==> run_1/power_grid.png <==
Pins as bars on the die edge.
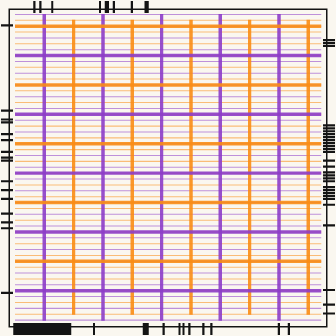
==> run_1/placement_by_type.png <==
Scale bar: 50 um.
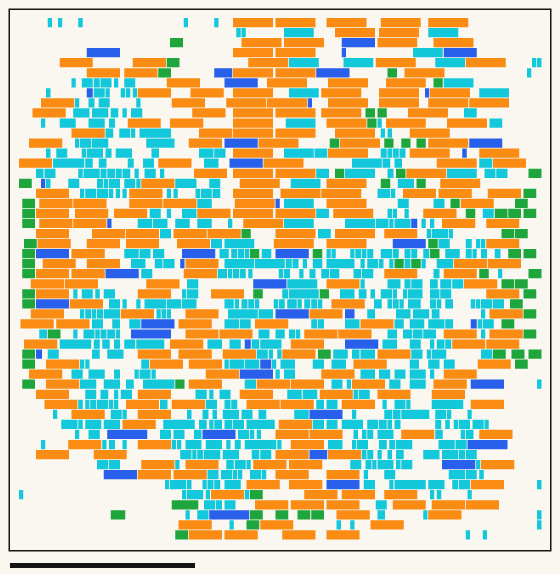
==> run_1/clk_routes.png <==
Scale bar: 50 um.
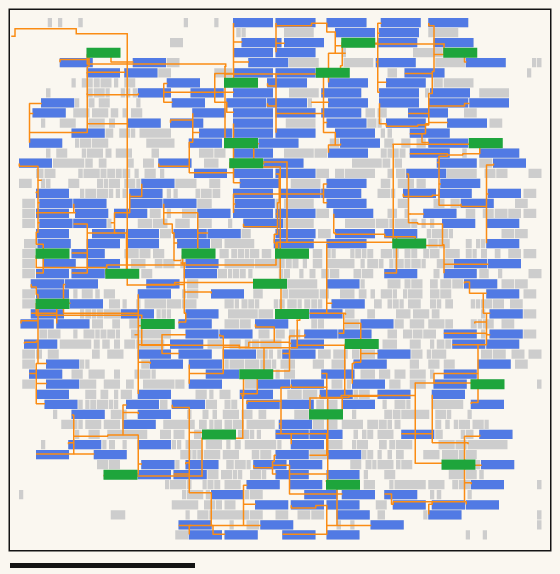
===== config.mk =====
export PLATFORM = sky130hd
export DESIGN_NAME = player_input_hub_flat
export DESIGN_NICKNAME = d
export VERILOG_FILES = /design/src/rtl/player_input_hub_if.sv /design/src/rtl/player_input_hub.sv /design/src/flat_wrapper.sv
export SDC_FILE = /design/constraint.sdc
export NUM_CORES = 1
export LEC_CHECK = 0
export CORE_MARGIN = 2
export CORE_UTILIZATION = 55
export DETAILED_ROUTE_END_ITERATION = 8
export PLACE_DENSITY = 0.76
export SETUP_SLACK_MARGIN = 0.05
export SYNTH_ARGS = -nofsm -noshare
export SYNTH_HDL_FRONTEND = slang
export SYNTH_HIERARCHICAL = 1
export SYNTH_SLANG_ARGS = --single-unit

===== constraint.sdc =====
create_clock -name clk_clk -period 3 [get_ports clk_clk]
set_input_delay 0.6 -clock clk_clk [delete_from_list [all_inputs] [get_ports clk_clk]]
set_output_delay 0.6 -clock clk_clk [all_outputs]
set_load 0.05 [all_outputs]

===== src/rtl/player_input_hub_if.sv =====
// Avalon-MM slave bus plus interrupt line of the player input hub.
interface player_input_hub_if;
    logic [2:0]  avs_address;
    logic        avs_read;
    logic        avs_write;
    logic [31:0] avs_writedata;
    logic [31:0] avs_readdata;
    logic        irq;

    modport slave (
        input  avs_address, avs_read, avs_write, avs_writedata,
        output avs_readdata, irq
    );

    modport master (
        output avs_address, avs_read, avs_write, avs_writedata,
        input  avs_readdata, irq
    );
endinterface


===== src/rtl/player_input_hub.sv =====
// Player input hub: per-channel synchronise + debounce, lowest-channel-first
// event arbitration into a small FIFO, Avalon-MM register access and irq.

// One conduit channel: 2-flop synchroniser followed by a stability counter.
module player_input_hub_deb #(
    parameter int DATA_W          = 6,
    parameter int DEBOUNCE_CYCLES = 50000
) (
    input  logic              clk_i,
    input  logic              rst_n_i,
    input  logic [DATA_W-1:0] raw_i,
    output logic [DATA_W-1:0] stable_o,
    output logic              commit_o
);
    localparam int CNT_W = $clog2(DEBOUNCE_CYCLES) + 1;

    logic [DATA_W-1:0] meta_q, sync_q, stable_q, stable_d;
    logic [CNT_W-1:0]  cnt_q, cnt_d;
    logic              commit;

    // Two-flop synchroniser on the raw asynchronous inputs.
    always_ff @(posedge clk_i or negedge rst_n_i) begin
        if (!rst_n_i) begin
            meta_q <= '0;
            sync_q <= '0;
        end else begin
            meta_q <= raw_i;
            sync_q <= meta_q;
        end
    end

    // Count while the synced value differs; commit on the increment that
    // would reach DEBOUNCE_CYCLES-1, clearing the counter instead.
    always_comb begin
        stable_d = stable_q;
        cnt_d    = '0;
        commit   = 1'b0;
        if (sync_q != stable_q) begin
            if (cnt_q == CNT_W'(DEBOUNCE_CYCLES - 2)) begin
                stable_d = sync_q;
                commit   = 1'b1;
            end else begin
                cnt_d = cnt_q + 1'b1;
            end
        end
    end

    // Stable value and counter registers.
    always_ff @(posedge clk_i or negedge rst_n_i) begin
        if (!rst_n_i) begin
            stable_q <= '0;
            cnt_q    <= '0;
        end else begin
            stable_q <= stable_d;
            cnt_q    <= cnt_d;
        end
    end

    assign stable_o = stable_q;
    assign commit_o = commit;
endmodule

module player_input_hub #(
    parameter int NUM_CH          = 4,
    parameter int DATA_W          = 6,
    parameter int DEBOUNCE_CYCLES = 50000,
    parameter int FIFO_DEPTH      = 8
) (
    input  logic                     clk_clk,
    input  logic                     reset_reset_n,
    input  logic [NUM_CH*DATA_W-1:0] conduit_datac,
    player_input_hub_if.slave        avs
);
    localparam int PTR_W = $clog2(FIFO_DEPTH);
    localparam int CNT_W = PTR_W + 1;

    logic [NUM_CH-1:0][DATA_W-1:0] stable;
    logic [NUM_CH-1:0]             commit;
    logic [NUM_CH-1:0]             pending_q, pending_d, gnt, mask_q, mask_d;
    logic                          push, pop, wr_en, drop, full, not_empty;
    logic [31:0]                   evt, rdata_q, rdata_d;
    logic [31:0]                   mem_q [FIFO_DEPTH];
    logic [PTR_W-1:0]              wr_ptr_q, wr_ptr_d, rd_ptr_q, rd_ptr_d;
    logic [CNT_W-1:0]              count_q, count_d;
    logic                          ovf_q, ovf_d, irq_en_q, irq_en_d, irq_q, irq_d;
    logic                          unused_wdata;

    // Write data bits above the MASK/CONTROL fields are never looked at.
    assign unused_wdata = ^avs.avs_writedata;

    for (genvar c = 0; c < NUM_CH; c++) begin : g_ch
        player_input_hub_deb #(
            .DATA_W          (DATA_W),
            .DEBOUNCE_CYCLES (DEBOUNCE_CYCLES)
        ) u_deb (
            .clk_i    (clk_clk),
            .rst_n_i  (reset_reset_n),
            .raw_i    (conduit_datac[c*DATA_W +: DATA_W]),
            .stable_o (stable[c]),
            .commit_o (commit[c])
        );
    end

    // Fixed priority: lowest-numbered pending channel builds this cycle's event.
    always_comb begin
        gnt  = '0;
        push = 1'b0;
        evt  = '0;
        for (int c = NUM_CH - 1; c >= 0; c--) begin
            if (pending_q[c]) begin
                gnt    = '0;
                gnt[c] = 1'b1;
                push   = 1'b1;
                evt    = {1'b1, 5'b0, 2'(c), 24'(stable[c])};
            end
        end
    end

    // FIFO bookkeeping, register writes, read-data mux and irq next state.
    always_comb begin
        not_empty = (count_q != '0);
        full      = (count_q == CNT_W'(FIFO_DEPTH));
        pop       = avs.avs_read && (avs.avs_address == 3'd1) && not_empty;
        wr_en     = push && (!full || pop);
        drop      = push && full && !pop;

        // A granted channel is cleared whether its event was stored or dropped.
        pending_d = (pending_q & ~gnt) | (commit & ~mask_q);

        wr_ptr_d = wr_en ? wr_ptr_q + 1'b1 : wr_ptr_q;
        rd_ptr_d = pop   ? rd_ptr_q + 1'b1 : rd_ptr_q;
        count_d  = count_q;
        if (wr_en && !pop)      count_d = count_q + 1'b1;
        else if (!wr_en && pop) count_d = count_q - 1'b1;

        mask_d   = mask_q;
        irq_en_d = irq_en_q;
        ovf_d    = ovf_q;
        if (avs.avs_write && avs.avs_address == 3'd2) begin
            irq_en_d = avs.avs_writedata[0];
            if (avs.avs_writedata[1]) ovf_d = 1'b0;
        end
        if (avs.avs_write && avs.avs_address == 3'd3) mask_d = avs.avs_writedata[NUM_CH-1:0];
        // Overflow set takes precedence over a simultaneous clear.
        if (drop) ovf_d = 1'b1;

        rdata_d = rdata_q;
        if (avs.avs_read) begin
            case (avs.avs_address)
                3'd0:    rdata_d = {17'b0, 7'(count_q), 6'b0, ovf_q, not_empty};
                3'd1:    rdata_d = not_empty ? mem_q[rd_ptr_q] : '0;
                3'd2:    rdata_d = {31'b0, irq_en_q};
                3'd3:    rdata_d = 32'(mask_q);
                default: begin
                    rdata_d = '0;
                    for (int c = 0; c < NUM_CH; c++)
                        if (avs.avs_address[1:0] == 2'(c)) rdata_d = 32'(stable[c]);
                end
            endcase
        end

        irq_d = irq_en_d & ((count_d != '0) | ovf_d);
    end

    // Control/status registers.
    always_ff @(posedge clk_clk or negedge reset_reset_n) begin
        if (!reset_reset_n) begin
            pending_q <= '0;
            mask_q    <= '0;
            wr_ptr_q  <= '0;
            rd_ptr_q  <= '0;
            count_q   <= '0;
            ovf_q     <= 1'b0;
            irq_en_q  <= 1'b0;
            irq_q     <= 1'b0;
            rdata_q   <= '0;
        end else begin
            pending_q <= pending_d;
            mask_q    <= mask_d;
            wr_ptr_q  <= wr_ptr_d;
            rd_ptr_q  <= rd_ptr_d;
            count_q   <= count_d;
            ovf_q     <= ovf_d;
            irq_en_q  <= irq_en_d;
            irq_q     <= irq_d;
            rdata_q   <= rdata_d;
        end
    end

    // Event storage; emptiness is tracked by count_q, so no reset needed.
    always_ff @(posedge clk_clk) begin
        if (wr_en) mem_q[wr_ptr_q] <= evt;
    end

    assign avs.avs_readdata = rdata_q;
    assign avs.irq          = irq_q;
endmodule


===== src/flat_wrapper.sv =====
// flat-port wrapper written by rule: the top's interface ports become plain ports
module player_input_hub_flat 
#(
    parameter int NUM_CH          = 4,
    parameter int DATA_W          = 6,
    parameter int DEBOUNCE_CYCLES = 50000,
    parameter int FIFO_DEPTH      = 8
)
  (clk_clk, reset_reset_n, conduit_datac, avs_avs_address, avs_avs_read, avs_avs_write, avs_avs_writedata, avs_avs_readdata, avs_irq);
  player_input_hub_if avs_i ();
  input  logic clk_clk;
  input  logic reset_reset_n;
  input  logic [NUM_CH*DATA_W-1:0] conduit_datac;
  input wire logic [$bits(avs_i.avs_address)-1:0] avs_avs_address;
  input wire logic [$bits(avs_i.avs_read)-1:0] avs_avs_read;
  input wire logic [$bits(avs_i.avs_write)-1:0] avs_avs_write;
  input wire logic [$bits(avs_i.avs_writedata)-1:0] avs_avs_writedata;
  output wire logic [$bits(avs_i.avs_readdata)-1:0] avs_avs_readdata;
  output wire logic [$bits(avs_i.irq)-1:0] avs_irq;
  assign avs_i.avs_address = avs_avs_address;
  assign avs_i.avs_read = avs_avs_read;
  assign avs_i.avs_write = avs_avs_write;
  assign avs_i.avs_writedata = avs_avs_writedata;
  assign avs_avs_readdata = avs_i.avs_readdata;
  assign avs_irq = avs_i.irq;
  player_input_hub #(.NUM_CH(NUM_CH), .DATA_W(DATA_W), .DEBOUNCE_CYCLES(DEBOUNCE_CYCLES), .FIFO_DEPTH(FIFO_DEPTH)) u_core (.clk_clk(clk_clk), .reset_reset_n(reset_reset_n), .conduit_datac(conduit_datac), .avs(avs_i));
endmodule

==> run notes, run 1 <==
* status: finished, final reports clean
* netlist area before placement: 11,120 sq um
* wire length of the first global-routing pass: 34,050 um
* Clock Power Share: 36.9%
* die boundary height: 146.2 um
* Net Sw Frac: 27.03%
* worst hold path class: in2async
* number of clock sinks: 246
* stage-log warning count: 60
* DPL Wire Length: 13,970 um
* portion of the post-synthesis area used by sequential elements: 58.59%
* violation count after the first detailed-route iteration: 354
* cts bufs inserted: 25
* critical path cell sequence: inv_1 > ha_1 > or3b_4 > nand3_1 > nor2_1 > a2111oi_0 > o2bb2ai_1
* Least-Margin Pin Slew: 0.6206 ns
* peak supply drop: 490.2 uV
* largest fanout on the critical path: 7
* CP endpoint: u_core/avs.avs_readdata[1]$_DFFE_PN0P_
* post-layout instance count excluding filler cells: 1,198
* Non-CTS buffers: 75
* final WL: 20,140 um
* CP endpoint kind: flip-flop
* Die Outline Area: 21,370 sq um
* core region area: 20,040 sq um
* largest net degree at the start of global routing: 82
* Hold-fix buffers, CTS: 0
* proportion of power drawn by combinational gates: 14.4%
* number of enable flip-flop cells: 72
* fillers: 1,569
* final setup violation count: 0
* clock tree from TritonCTS: built
* post-layout min period: 2.414 ns
* port bufs: 48
* post-detailed-route count of antenna-violating nets: 0
* number of warnings printed during yosys synthesis: 6
* P_sw: 2.299 mW
* CTS H-tree lvls: 1
* max-cap viol count: 0
* antenna violations before repair: 0
* pre-CTS setup slack: 0.1967 ns
* Placed Cells: 1,152
* post-layout power: 8.506 mW
* flop count: 246
* placer's final routability congestion estimate: 0.8297
* Power Sequential: 4.14 mW
* Final Max Slew Viols: 0
* Inserted Diodes: 0
* count of pins on the block boundary: 96
* internal power: 6.207 mW
* Largest stage delay, worst path: 0.59 ns
* kind of cell with the highest combined delay on the critical path: AND-OR/OR-AND gates
* Critical Path RT: 3.38 ns
* final setup skew: 0.009865 ns
* fraction of area in clock buffers and inverters: 6.615%
* number of nets in the layout: 985
* cell depth of the worst flop-to-flop path: 7
* global route total overflow: 0
* Main power group: registers
* critical path buffer and inverter count: 1
* power dissipated in combinational cells: 1.22 mW
* share of final layout cell area taken by non-clock buffers: 5.459%
* average wire per standard cell: 16.81 um
* Yosys Chip Area: 11,120 sq um
* mean instance size in the synthesized netlist: 13.32 sq um
* final count of hold timing violations: 0
* dominant synthesized flop cell: dfrtp_1
* sequential share of power: 48.7%
* post-synthesis instance total: 835
* Area growth syn-to-layout: 14.79%
* post-route setup TNS: 0 ns
* hold slack: 0.03601 ns
* DP Area: 11,920 sq um
* share of cell area taken by multi-input logic gates: 33.51%
* unrepaired setup endpoints after global routing: no
* final core occ: 63.71%
* Worst setup SP type: flip-flop
-- power_grid.png (at the start) --
VSS: in purple. VDD: in orange.
10 straps on met5. 10 straps on met4.

-- placement_by_type.png (at the start) --
clock drivers and dummy loads: in blue, cells 46. combinational and other logic: in cyan, cells 561. other buffers and delay cells: in green, cells 75. flops: in orange, cells 246.

-- clk_routes.png (at the start) --
clock drivers: in green, count 25. clock wires: in orange, length 2,690 um. flip-flops: in blue, count 246.
There are 26 routed clock nets. Position of the flops: all over the die.

==> run 1: state kept, by name, summed over array words and instances (netlist names) <==
signal and flops:
u_core/mem_q 72, u_core/g_ch.u_deb/cnt_q 68, u_core/g_ch.u_deb/meta_q 24, u_core/g_ch.u_deb/stable_o 24
u_core/g_ch.u_deb/sync_q 24, u_core/avs.avs_readdata 13, u_core/count_q 4, u_core/mask_q 4
u_core/pending_q 4, u_core/rd_ptr_q 3, u_core/wr_ptr_q 3, u_core/avs.irq 1
u_core/irq_en_q 1, u_core/ovf_q 1
==> run 1: layer usage <==
layer | up-vias | part of all wire, % | track usage (%)
met5 | - | 0 | 0
met4 | 0 | 1.6 | 4.612
met3 | 24 | 5.4 | 3.906
met2 | 155 | 48 | 32.19
met1 | 3268 | 45 | 27.34
li1 | 3119 | - | -
==> run 1: synthesized netlist by cell type, types with 17 or more instances <==
| library cell | instances | share of area [%] |
|---|---|---|
| nand2_1 | 40 | 1.3 |
| inv_1 | 23 | 0.78 |
| nand3_1 | 24 | 1.1 |
| edfxtp_1 | 72 | 19 |
| mux4_2 | 24 | 4.9 |
| xnor2_1 | 77 | 6.1 |
| nor2_1 | 103 | 3.5 |
| nor3_1 | 17 | 0.76 |
| mux2_2 | 30 | 3.0 |
| dfrtp_1 | 174 | 39 |
| buf_4 | 20 | 1.3 |
| nand4_1 | 26 | 1.5 |
==> run 1: cells by family (layout without fill, tap and decap cells) <==
group                    count (synthesis)  count (layout)  share of synthesized area (%)
flip-flops                             246             246                          58.59
multiplexers                            63              63                          8.707
AND-OR/OR-AND                           67              67                          4.433
XOR/XNOR                                90              90                          7.087
AND/OR/NAND/NOR                        284             284                          16.08
other                                    1              19                        0.03372
adder cells (fa/ha/maj)                 13              13                          1.463
buffers and inverters                   71             146                          3.611
==> run_1/clocks.png <==
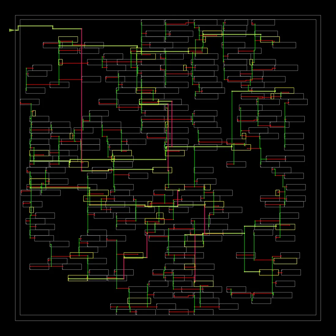

==> inputs of run 2 (changes only) <==
==> constraint.sdc (replaced) <==
create_clock -name clk_clk -period 2.5 [get_ports clk_clk]
set_input_delay 0.5 -clock clk_clk [delete_from_list [all_inputs] [get_ports clk_clk]]
set_output_delay 0.5 -clock clk_clk [all_outputs]
set_load 0.05 [all_outputs]
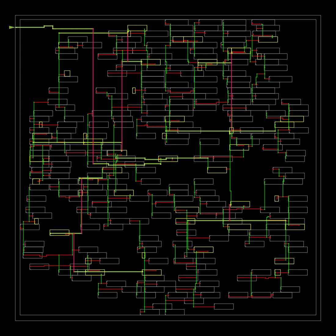
(run_2/clocks.png)
cts bufs inserted: 26
flop count: 246
Clock buffer cells: 33
final setup skew: 0.01218 ns

==> run 2 against run 1 <==
Against the previous run:
- critical path depth is the same
- synthesized cell count stayed put
- fmax rose by 5.1%
- first-iteration DRC count rose by 8.2%
- global-route usage up 0.47 points
- count of clock-buffer cells in the layout up 1
- worst setup slack got worse by 0.38 ns
- core utilization rose by 0.67 points
- worst hold slack improved by 0.31 ns
- non-clock buffer count increased by 12
==> run notes, run 2 <==
* detailed-route wire length on metal 1: 9011 um
* pre-CTS setup slack: -0.02381 ns
* Net Sw Frac: 27.32%
* Least-Margin Pin Slew: 0.6081 ns
* number of enable flip-flop cells: 72
* peak supply drop: 633.8 uV
* dominant synthesized flop cell: dfrtp_1
* Inserted Diodes: 0
* critical path cell sequence: inv_1 > ha_1 > nor3b_2 > nor2_1 > o21ai_1 > nor3_1 > buf_4
* kind of cell with the highest combined delay on the critical path: simple AND/OR/NAND/NOR gates
* Area growth syn-to-layout: 16.01%
* Worst setup SP type: flip-flop
* number of nets in the layout: 998
* largest registers ranked by flip-flop count: u_core/mem_q (72), u_core/g_ch.u_deb/cnt_q (68)
* sequential share of power: 48.1%
* final WL: 20,450 um
* busiest layer in global routing: met2
* Power Sequential: 4.96 mW
* unrepaired setup endpoints after global routing: no
* stage-log warning count: 60
* wire length of the first global-routing pass: 34,940 um
* routed wl met2: 10,130 um
* worst hold path class: reg2reg
* hold slack: 0.3436 ns
* post-detailed-route count of antenna-violating nets: 0
* met2 routing resource usage after global routing: 33.30%
* DP Area: 12,020 sq um
* status: finished, final reports clean
* post-layout instance count excluding filler cells: 1,212
* Critical Path RT: 2.76 ns
* core region area: 20,040 sq um
* number of warnings printed during yosys synthesis: 6
* leading cell type by number of instances after synthesis: dfrtp_1
* CTS H-tree lvls: 1
* clock tree from TritonCTS: built
* DPL Wire Length: 14,070 um
* power dissipated in combinational cells: 1.53 mW
* portion of the post-synthesis area used by sequential elements: 58.59%
* final core occ: 64.39%
* top register by number of flip-flops: u_core/mem_q
* largest net degree at the start of global routing: 64
* max reg flops: 72
* Synth top cells by count: dfrtp_1 (174), nor2_1 (103), xnor2_1 (77)
* CP endpoint: u_core/mem_q[3][4]$_DFFE_PP_
* average wire per standard cell: 16.87 um
run 2: cell types whose count changed in the layout (fill, tap and decap cells not counted), sizes merged:
cell	change
buf	+11
clkinvlp	+2
bufinv	-1
clkbuf	+1
dlygate4sd3	+1
run 2: kinds of logic after synthesis:
kind of cell,share of synthesized area (%)
AOI/OAI and AO/OA,4.433
xor gates and xnor gates,7.087
adders and majority gates,1.463
buffers and inverters,3.611
DFF,58.59
muxes,8.707
other,0.03372
and+or+nand+nor,16.08
run 2: final cells by class:
class | instances | share of cell area [%]
Tap cell | 270 | 2.618
Sequential cell | 246 | 50.50
Clock inverter | 15 | 1.251
Multi-Input combinational cell | 536 | 33.19
Timing Repair Buffer | 87 | 6.216
Clock buffer | 33 | 5.489
Inverter | 25 | 0.7273
run 2: worst min-delay path by stage:
stage | depth (start not counted) | to | slack [ns] | start
after CTS | 0 | u_core/g_ch[1].u_deb/sync_q[1]$_DFF_PN0_ | 0.34 | u_core/g_ch[1].u_deb/meta_q[1]$_DFF_PN0_
after detailed placement | 0 | u_core/g_ch[0].u_deb/sync_q[1]$_DFF_PN0_ | 0.33 | u_core/g_ch[0].u_deb/meta_q[1]$_DFF_PN0_
after floorplan | 0 | u_core/avs.avs_readdata[0]$_DFFE_PN0P_ | 0.20 | reset_reset_n
after global placement | 0 | u_core/g_ch[2].u_deb/sync_q[3]$_DFF_PN0_ | 0.33 | u_core/g_ch[2].u_deb/meta_q[3]$_DFF_PN0_
final | 0 | u_core/g_ch[0].u_deb/sync_q[0]$_DFF_PN0_ | 0.34 | u_core/g_ch[0].u_deb/meta_q[0]$_DFF_PN0_
after global routing | 0 | u_core/g_ch[1].u_deb/sync_q[1]$_DFF_PN0_ | 0.35 | u_core/g_ch[1].u_deb/meta_q[1]$_DFF_PN0_
==> inputs of run 3 (changes only) <==
--- a/config.mk
+++ b/config.mk
@@ -5,6 +5,7 @@
 export SDC_FILE = /design/constraint.sdc
 export NUM_CORES = 1
 export LEC_CHECK = 0
+export ABC_AREA = 0
 export CORE_MARGIN = 2
 export CORE_UTILIZATION = 55
 export DETAILED_ROUTE_END_ITERATION = 8
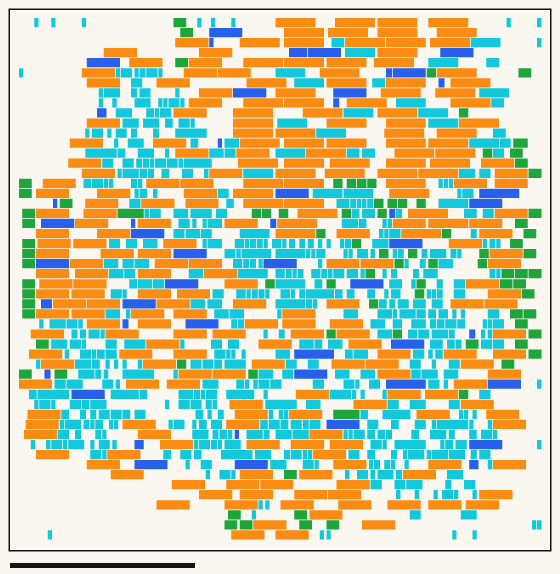
(run_3/placement_by_type.png)
Scale bar: 50 um.
clock drivers and dummy loads: in blue, cells 48. flops: in orange, cells 246. other buffers and delay cells: in green, cells 87. combinational and other logic: in cyan, cells 561.
area of all placed cells without fillers: 12,900 sq um
Placement Rows: 52
flop share of the area: 50.50%
final core occ: 64.39%
core region area: 20,040 sq um

==> run 3 against run 2 <==
Against the previous run:
- worst setup slack did not move
- critical endpoint unchanged
- flip-flop count is the same
- count of clock-buffer cells in the layout unchanged
- core utilization unchanged
- final cell count did not move
==> run notes, run 3 <==
* status: finished, final reports clean
* cell depth of the worst flop-to-flop path: 7
* Inserted Diodes: 0
* post-synthesis instance total: 835
* Worst setup SP type: flip-flop
* cts bufs inserted: 26
* final count of hold timing violations: 0
* pre-CTS setup slack: -0.02381 ns
* largest fanout on the critical path: 9
* largest registers ranked by flip-flop count: u_core/mem_q (72), u_core/g_ch.u_deb/cnt_q (68)
* Placed Cells: 1,163
* stage-log warning count: 60
* number of nets in the layout: 998
* post-detailed-route count of antenna-violating nets: 0
* dominant synthesized flop cell: dfrtp_1
* fillers: 1,506
* Clk pin slew, worst setup/hold paths: 0.06 ns
* #FFs+latches synth: 246
* count of TritonRoute iterations in the first routing pass: 5
* max reg flops: 72
* DP Area: 12,020 sq um
* portion of the post-synthesis area used by sequential elements: 58.59%
* peak supply drop: 633.8 uV
* die x size: 146.2 um
* Yosys Chip Area: 11,120 sq um
* final WL: 20,450 um
* post-layout instance count excluding filler cells: 1,212
* die boundary height: 146.2 um
* post-layout min period: 2.296 ns
* Clock Power Share: 37.1%
* port bufs: 48
* leading cell type by number of instances after synthesis: dfrtp_1
* Cell area leaders: dfrtp_1 (39%), edfxtp_1 (19%), xnor2_1 (6.1%), mux4_2 (4.9%), nor2_1 (3.5%)
* CP endpoint kind: flip-flop
* unrepaired setup endpoints after global routing: no
* internal power: 7.492 mW
* Clock Tree Root: clkbuf_16
* clock tree from TritonCTS: built
* top library cells by usage in the layout, fill and taps aside: dfrtp_1 (174), nor2_1 (103), xnor2_1 (77)
* global route total overflow: 0
* worst hold path class: reg2reg
* Bufs on Longest Clock Path: 3
* hold slack: 0.3436 ns
* Least-Margin Pin Slew: 0.6081 ns
* Power Sequential: 4.96 mW
* placer's final routability congestion estimate: 0.8684
* Largest type area fraction: 39.15%
* Die Outline Area: 21,370 sq um
* number of enable flip-flop cells: 72
* violation count after the first detailed-route iteration: 383
* mean instance size in the synthesized netlist: 13.32 sq um
* Final Max Slew Viols: 0
* netlist area before placement: 11,120 sq um
* Via Count: 6,632
* count of pins on the block boundary: 96
* most frequently placed logic cell in the final layout: dfrtp_1
* final setup violation count: 0
* average wire per standard cell: 16.87 um
* number of global-route vias before repair: 6,696
* Critical Path RT: 2.76 ns
* wire length of the first global-routing pass: 34,940 um
* cell type with the largest total area after synthesis: dfrtp_1
* Synth top cells by count: dfrtp_1 (174), nor2_1 (103), xnor2_1 (77)
* Area growth syn-to-layout: 16.01%
* P_sw: 2.817 mW
* DPL Wire Length: 14,070 um
* Main power group: registers
* sequential share of power: 48.1%
* Net Sw Frac: 27.32%
* antenna violations before repair: 0
* hold depth: 0
* proportion of power drawn by combinational gates: 14.8%
* end of the worst hold path: u_core/g_ch[0].u_deb/sync_q[0]$_DFF_PN0_
* CP endpoint: u_core/mem_q[3][4]$_DFFE_PP_
* max-cap viol count: 0
* start point of the worst min-delay path: u_core/g_ch[0].u_deb/meta_q[0]$_DFF_PN0_
* number of warnings printed during yosys synthesis: 6
* GRT Overall Usage: 20.06%
* largest net degree at the start of global routing: 64
* final setup skew: 0.01218 ns
* CTS H-tree lvls: 1
* top register by number of flip-flops: u_core/mem_q
* number of clock sinks: 246
* power dissipated in combinational cells: 1.53 mW
run 3: cell families (layout without fill, tap and decap cells):
family | Yosys count | in the layout | share of synthesized area, %
multiplexers | 63 | 63 | 8.707
adder cells (fa/ha/maj) | 13 | 13 | 1.463
flip-flops | 246 | 246 | 58.59
XOR/XNOR | 90 | 90 | 7.087
AND-OR/OR-AND | 67 | 67 | 4.433
AND/OR/NAND/NOR | 284 | 284 | 16.08
other | 1 | 19 | 0.03372
buffers and inverters | 71 | 160 | 3.611
run 3: worst max-delay path: stages (launching register included):
cell	delay [ns]
dfrtp_1	0.43
inv_1	0.14
ha_1	0.22
nor3b_2	0.35
nor2_1	0.16
o21ai_1	0.42
nor3_1	0.10
buf_4	0.22
run 3: metal layers:
metal | GRT usage [%] | part of all wire [%] | vias to the layer above | wire, um
met1 | 28.39 | 44 | 3300 | 9011
met4 | 4.369 | 1.6 | 0 | 337
li1 | - | - | 3151 | -
met5 | 0 | 0 | - | 0
met2 | 33.30 | 50 | 155 | 10130
met3 | 3.219 | 4.7 | 26 | 963
run 3: final cells by class:
| type | count | area, sq um | area share, % |
|---|---|---|---|
| clock buffer | 33 | 708.2 | 5.489 |
| clock inverter | 15 | 161.4 | 1.251 |
| inverter | 25 | 93.84 | 0.7273 |
| multi-input combinational | 536 | 4283 | 33.19 |
| sequential | 246 | 6516 | 50.50 |
| tap | 270 | 337.8 | 2.618 |
| timing repair buffer | 87 | 802.0 | 6.216 |
run 3: what timing repair did:
item / 4_1_cts / 5_1_grt
setup endpoints to repair: 0 / 0
hold endpoints to repair: 11 / 0
hold buffers: 1 / 0
run 3: metrics by stage:
stage / power [mW] / setup TNS (ns)
floorplan: 6.102 / 0
global placement: 6.518 / 0
detailed placement: 6.561 / -0.2029
CTS: 10.42 / 0
global route: 10.78 / 0
finish: 10.31 / 0
No activity file was given, so power comes from the tool's default toggle rates.
